--- src/rtl/gem_rom_arbiter.sv ---
// Round-robin arbiter that lets the six string renderers share one pipelined gem sprite ROM.
// Issues at most one read per cycle and returns each read's data tagged with the requester index.
module gem_rom_arbiter #(
    parameter int NUM_REQ = 6,
    parameter int ADDR_W  = 12,
    parameter int DATA_W  = 12,
    parameter int ROM_LAT = 2,
    parameter int ID_W    = 3
) (
    input  logic                      clk65,
    input  logic                      rst,
    input  logic [NUM_REQ-1:0]        req,
    input  logic [NUM_REQ*ADDR_W-1:0] req_addr,
    input  logic                      hold,
    output logic [NUM_REQ-1:0]        gnt,
    output logic                      rom_en,
    output logic [ADDR_W-1:0]         rom_addr,
    input  logic [DATA_W-1:0]         rom_data,
    output logic                      rsp_valid,
    output logic [ID_W-1:0]           rsp_id,
    output logic [DATA_W-1:0]         rsp_data,
    output logic                      busy
);

    logic [NUM_REQ-1:0] gnt_q, gnt_d;
    logic               rom_en_q, rom_en_d;
    logic [ADDR_W-1:0]  rom_addr_q, rom_addr_d;
    logic [ID_W-1:0]    ptr_q, ptr_d;

    logic [NUM_REQ-1:0] elig;
    logic               win_valid;
    logic [ID_W-1:0]    win_idx;
    logic               fire;

    // Stage s holds the read issued s cycles ago; the last stage lines up with valid rom_data.
    logic [ROM_LAT:0]   stg_vld_q;
    logic [ID_W-1:0]    stg_id_q [ROM_LAT+1];

    logic               rsp_valid_q;
    logic [ID_W-1:0]    rsp_id_q;
    logic [DATA_W-1:0]  rsp_data_q;

    function automatic logic [ID_W-1:0] wrap_idx(input logic [ID_W-1:0] base, input int off);
        int s;
        s = int'(base) + off;
        if (s >= NUM_REQ) s = s - NUM_REQ;
        return ID_W'(s);
    endfunction

    // A requester granted this cycle still shows its old req, so it is masked out.
    assign elig = req & ~gnt_q;

    // Scan from the far end so the last hit is the one closest to the pointer.
    always_comb begin
        win_valid = 1'b0;
        win_idx   = '0;
        for (int off = NUM_REQ - 1; off >= 0; off--) begin
            if (elig[wrap_idx(ptr_q, off)]) begin
                win_valid = 1'b1;
                win_idx   = wrap_idx(ptr_q, off);
            end
        end
    end

    assign fire = win_valid & ~hold;

    always_comb begin
        gnt_d      = '0;
        rom_en_d   = 1'b0;
        rom_addr_d = rom_addr_q;
        ptr_d      = ptr_q;
        if (fire) begin
            gnt_d      = NUM_REQ'(1) << win_idx;
            rom_en_d   = 1'b1;
            rom_addr_d = req_addr[win_idx*ADDR_W +: ADDR_W];
            ptr_d      = (win_idx == ID_W'(NUM_REQ - 1)) ? '0 : win_idx + 1'b1;
        end
    end

    always_ff @(posedge clk65 or posedge rst) begin
        if (rst) begin
            gnt_q      <= '0;
            rom_en_q   <= 1'b0;
            rom_addr_q <= '0;
            ptr_q      <= '0;
        end else begin
            gnt_q      <= gnt_d;
            rom_en_q   <= rom_en_d;
            rom_addr_q <= rom_addr_d;
            ptr_q      <= ptr_d;
        end
    end

    always_ff @(posedge clk65 or posedge rst) begin
        if (rst) begin
            for (int s = 0; s <= ROM_LAT; s++) begin
                stg_vld_q[s] <= 1'b0;
                stg_id_q[s]  <= '0;
            end
        end else begin
            stg_vld_q[0] <= fire;
            stg_id_q[0]  <= win_idx;
            for (int s = 1; s <= ROM_LAT; s++) begin
                stg_vld_q[s] <= stg_vld_q[s-1];
                stg_id_q[s]  <= stg_id_q[s-1];
            end
        end
    end

    always_ff @(posedge clk65 or posedge rst) begin
        if (rst) begin
            rsp_valid_q <= 1'b0;
            rsp_id_q    <= '0;
            rsp_data_q  <= '0;
        end else begin
            rsp_valid_q <= stg_vld_q[ROM_LAT];
            if (stg_vld_q[ROM_LAT]) begin
                rsp_id_q   <= stg_id_q[ROM_LAT];
                rsp_data_q <= rom_data;
            end
        end
    end

    assign gnt       = gnt_q;
    assign rom_en    = rom_en_q;
    assign rom_addr  = rom_addr_q;
    assign rsp_valid = rsp_valid_q;
    assign rsp_id    = rsp_id_q;
    assign rsp_data  = rsp_data_q;
    assign busy      = (|gnt_q) | (|stg_vld_q) | rsp_valid_q;

endmodule

--- config.mk ---
export PLATFORM = sky130hd
export DESIGN_NAME = gem_rom_arbiter
export DESIGN_NICKNAME = d
export VERILOG_FILES = /design/src/rtl/gem_rom_arbiter.sv
export SDC_FILE = /design/constraint.sdc
export NUM_CORES = 1
export LEC_CHECK = 0
export CAP_MARGIN = 5
export CORE_ASPECT_RATIO = 1.75
export CORE_UTILIZATION = 40
export DETAILED_ROUTE_END_ITERATION = 6
export PLACE_DENSITY = 0.77
export REMOVE_ABC_BUFFERS = 1
export SYNTH_ARGS = -nofsm -noshare
export SYNTH_HDL_FRONTEND = slang
export SYNTH_SLANG_ARGS = --single-unit
--- constraint.sdc ---
create_clock -name clk65 -period 7.7 [get_ports clk65]
set_input_delay 1.155 -clock clk65 [delete_from_list [all_inputs] [get_ports clk65]]
set_output_delay 1.155 -clock clk65 [all_outputs]
set_load 0.01 [all_outputs]
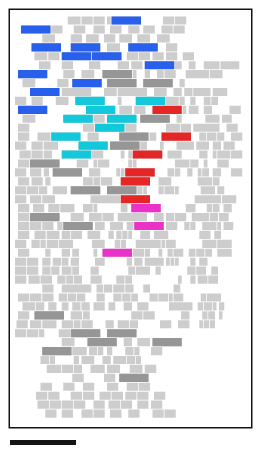
Run 1: sequential cells colored by netlist name
The bar under the picture is 20 um long.
- red: gnt (placed flops 6)
- magenta: ptr_q (placed flops 3)
- cyan: stg_id_q (placed flops 9)
- blue: rsp_data (placed flops 12)

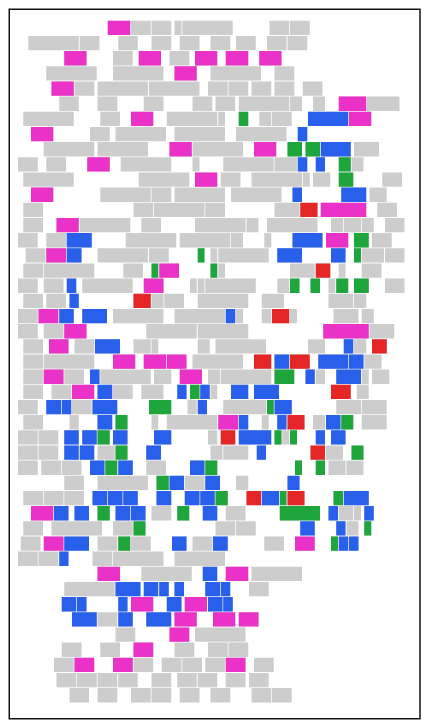
Run 1: gate families picked out
- red: non-inverting ao/oa cells (cells 13)
- green: nand cells (cells 40)
- magenta: mux cells (cells 49; where spread over the die)
- blue: aoi and oai cells (cells 95)

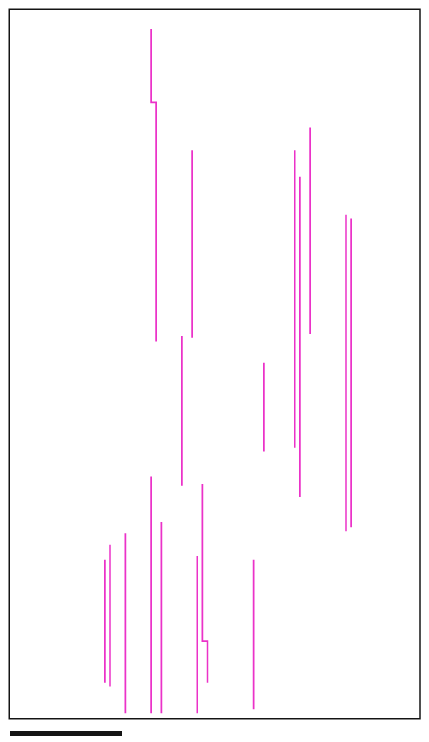
Run 1: the metal 4 layer
The bar under the picture is 20 um long.
- longest straight run: 57.1 um
- wire length on this layer: 636 um
- share of all routed wire: 5.8%
- main direction: vertical
- nets with wire on the layer: 16

-- run 1: layer usage --
metal / global-route usage, % / vias to the layer above / wire, um
met5: 0 / - / 0
met4: 14.6 / 0 / 636
met3: 2.76 / 36 / 363
met2: 45.3 / 121 / 6120
met1: 26.2 / 1625 / 3900
li1: - / 1527 / -
-- run 1: worst register-to-register path: cells and delay by family, from the launching register on --
family          cells  cell delay (ns)
fa+ha+maj           1             0.64
mux                 2             0.98
flops               1             0.87
compound gates      5             1.90
buf+inv             1             0.26
simple gates        1             0.17
==> impl_metrics.json, run 1 <==
{
  "chip_area_sq_mm": 0.00932,
  "finalSetupViolCount": 0,
  "fin_crit_ns": 4.95,
  "synth_cells": 344,
  "synth.cellmix.adderShare_pct": 3.15,
  "ys_cells": 344,
  "cts_root_buf": "clkbuf_16",
  "slew_violations": 0,
  "clock_buffers": 6,
  "max_freq_ghz": 0.202,
  "cp_top_family": "AND-OR/OR-AND gates",
  "tightestPinTransition_ns": 1.08,
  "cp-end-kind": "flop",
  "cts_tree": "built",
  "place_hpwl_um": 8360,
  "timing.rr.start": "ptr_q[0]",
  "critPathRequiredTime_ns": 7.86,
  "diodes": 0,
  "synth-warning-count": 0,
  "worstHoldPathType": "flop to flop",
  "post_drt_wl_per_cell_um": 19.3,
  "path_buffers": 1,
  "ios": 129,
  "inv_count": 8,
  "fillers": 802,
  "dpl.cell_count": 561,
  "path_max_fanout": 23,
  "grt_use_total_pct": 24.7,
  "clk_pin_slew_ns": 0.07,
  "clkCellAreaFrac_pct": 2.86,
  "overflow": 0,
  "status": "finished, final reports clean",
  "logic_gates": 259,
  "wirelength_um": 11000,
  "tap_cells": 117,
  "whs_ns": 0.350,
  "grt_max_degree": 50,
  "crit_path_cell_trace": "inv_1 > ha_1 > mux4_2 > a211oi_2 > nand2_1 > o21a_1 > o21ai_2 > mux2_1 > o211ai_1 > o211ai_1",
  "antenna_found_initial": 0,
  "final.period_utilization_pct": 64.3,
  "crit_top_cell": "o211ai_1",
  "die_h_um": 127,
  "worstSetupStartpoint": "ptr_q[0]",
  "hold_path_end": "stg_id_q[5]",
  "coreArea_sq_mm": 0.00867,
  "worstPathArrival_ns": 5.11,
  "std_cell_rows": 45,
  "dpl_cell_area_sq_mm": 0.00484,
  "critPathKind": "flop to flop",
  "buffer_area_share_pct": 25.8,
  "yosys.area.top_type": "dfrtp_1",
  "sh_comb_area_pct": 43.2,
  "rr_worst_depth": 10,
  "yosysSeqAreaShare_pct": 34.3,
  "first_global_vias": 3437,
  "synth.most_common_cell": "dfrtp_1"
}
Run 1, metal layers overlaid:
Two of the layers only.
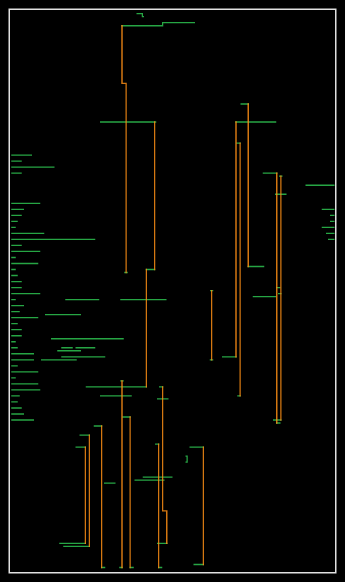

==> inputs of run 2 (changes only) <==
==> constraint.sdc (replaced) <==
create_clock -name clk65 -period 4.73 [get_ports clk65]
set_input_delay 0.7095 -clock clk65 [delete_from_list [all_inputs] [get_ports clk65]]
set_output_delay 0.7095 -clock clk65 [all_outputs]
set_load 0.01 [all_outputs]
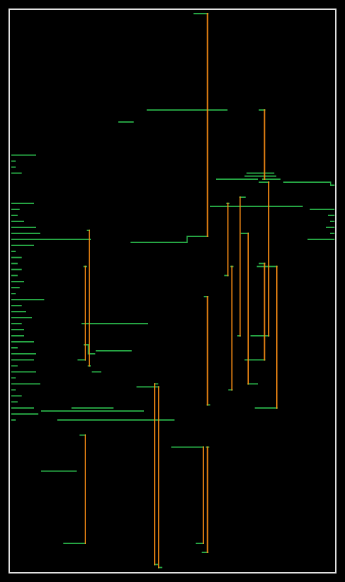
Run 2: metal layers overlaid
Two of the layers only.
- orange: metal 4 (wire length 492 um)
- green: metal 3 (wire length 399 um)

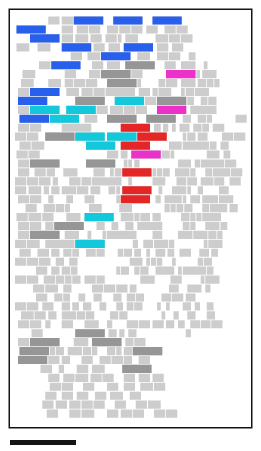
Run 2: sequential cells colored by netlist name
The bar under the picture is 20 um long.
- red: gnt (placed flops 6)
- blue: rsp_data (placed flops 12)
- cyan: stg_id_q (placed flops 9)
- magenta: ptr_q (placed flops 3)

==> run 2 against run 1 <==
Compared with the run above:
- fmax up 22%
- critical endpoint is now rom_addr[0]
- worst setup slack worse by 2.1 ns
- largest cell class unchanged
- core utilization up 0.65 points
- highest routed layer unchanged
- critical path depth up 2
==> impl_metrics.json, run 2 <==
{
  "critPathRequiredTime_ns": 4.91,
  "fin_crit_ns": 4.06,
  "slew_violations": 0,
  "setup_ws_ns": 0.672,
  "hold_violations": 0,
  "yosys.area.top_type": "dfrtp_1",
  "grt_use_met3_pct": 2.68,
  "antenna_found_initial": 0,
  "final_nets": 560,
  "overflow": 0,
  "cts_resized": 0,
  "max_freq_ghz": 0.246,
  "use_met2_pct": 46.1,
  "ys_types": 66,
  "diodes": 0,
  "clk_pin_slew_ns": 0.07,
  "cts_tree": "built",
  "synth.most_common_cell": "dfrtp_1",
  "wl_met3_um": 399,
  "wl_met1_um": 3960,
  "post_drt_wl_per_cell_um": 19.4,
  "dpl.cell_count": 568,
  "worstSetupStartpoint": "ptr_q[1]",
  "wirelength_um": 11200,
  "drv_cap": 0,
  "cts-buffers-inserted": 5,
  "ff_type": "dfrtp_1",
  "tightestPinTransition_ns": 1.24,
  "cp_top_family": "AND-OR/OR-AND gates",
  "inv_count": 8,
  "dr_wl_met2_um": 6310,
  "flop_area_sq_mm": 0.00123,
  "cp-end-kind": "flop",
  "finalSetupViolCount": 0,
  "layout_top_cells": "clkdlybuf4s50_1, dfrtp_1, o211ai_1",
  "simple_gate_share_pct": 15.1,
  "final.period_utilization_pct": 85.8,
  "cts_root_buf": "clkbuf_16",
  "synthXorXnorAreaFrac_pct": 2.17,
  "grt_util_met1_pct": 26.0,
  "place_congestion": 0.933,
  "ys_sh_mux_pct": 15.6,
  "crit_path_cell_trace": "inv_1 > ha_1 > inv_1 > nor4_1 > o21ai_1 > nand2_1 > a21oi_1 > o21ai_2 > nand2_4 > inv_2 > mux2_1 > a211o_1",
  "postRouteAntennaNets": 0,
  "reg2reg_to": "rom_addr[0]",
  "rr_worst_depth": 12,
  "timing.rr.start": "ptr_q[1]",
  "numSynthFlops": 49,
  "path_max_fanout": 20,
  "synth_top_area_share_pct": 34.3,
  "yosysSeqAreaShare_pct": 34.3,
  "die_h_um": 127,
  "slew_headroom_pct": 17.0,
  "drive_gt1_share_pct": 15.5,
  "setup_tns_ns": 0,
  "fillers": 771,
  "firstDrtPassIters": 4,
  "top_cells_by_count": "dfrtp_1, o211ai_1, mux2_2, mux2i_1, a21oi_1",
  "buffer_area_share_pct": 26.5,
  "clk_path_buf_depth": 2,
  "worstPathArrival_ns": 4.24,
  "clock_latency_ns": 0.29,
  "top_logic_kind": "AND-OR/OR-AND gates",
  "clock_buffers": 5,
  "ys_async_sr_fraction_pct": 100,
  "cpPeakStageDelay_ns": 0.65,
  "dr.max_layer_used": "met4",
  "grt_max_degree": 50,
  "rrSetupSlack_ns": 0.67,
  "coreArea_sq_mm": 0.00867,
  "synth_cells": 344,
  "critPathLaunchType": "flop",
  "sh_comb_area_pct": 42.7,
  "whs_ns": 0.352,
  "avgSynthCellArea_sq_um": 10.4,
  "worstHoldPathType": "flop to flop",
  "logic_area_sq_mm": 0.00215,
  "status": "finished, final reports clean",
  "buffers": 135,
  "hold_path_end": "stg_id_q[0]",
  "top_usage_layer": "met2",
  "place_ws_ns": 0.450,
  "crit_top_cell": "inv_1",
  "first_global_vias": 3464,
  "path_buffers": 3,
  "critPathKind": "flop to flop",
  "tap_cells": 117,
  "ys_cells": 344,
  "std_cell_rows": 45,
  "whs_path_depth": 0,
  "synth.cellmix.adderShare_pct": 3.15,
  "drc": 0,
  "seq_share_pct": 24.3,
  "ios": 129,
  "clkCellAreaFrac_pct": 3.00,
  "dpl_cell_area_sq_mm": 0.00489,
  "vias": 3301,
  "grt_use_total_pct": 24.7,
  "place_hpwl_um": 8520,
  "cts_hold_buf": 0,
  "chip_area_sq_mm": 0.00932,
  "synth-warning-count": 0,
  "final_area_sq_mm": 0.00504,
  "fin_util_pct": 58.2,
  "logic_gates": 259
}
## run 2: netlist changes by cell type in the layout (fill, tap and decap cells not counted)
cell | previous run | this run
inv_6 | 1 | 0
clkinv_2 | 1 | 0
buf_4 | 0 | 7
clkbuf_1 | 1 | 0
inv_8 | 0 | 1
buf_2 | 1 | 0
clkinvlp_4 | 0 | 2
## run 2: logic make-up after synthesis
| group | after synthesis |
|---|---|
| buf+inv | 36 |
| xor+xnor | 8 |
| simple gates | 85 |
| compound gates | 108 |
| fa+ha+maj | 9 |
| mux | 49 |
| flops | 49 |
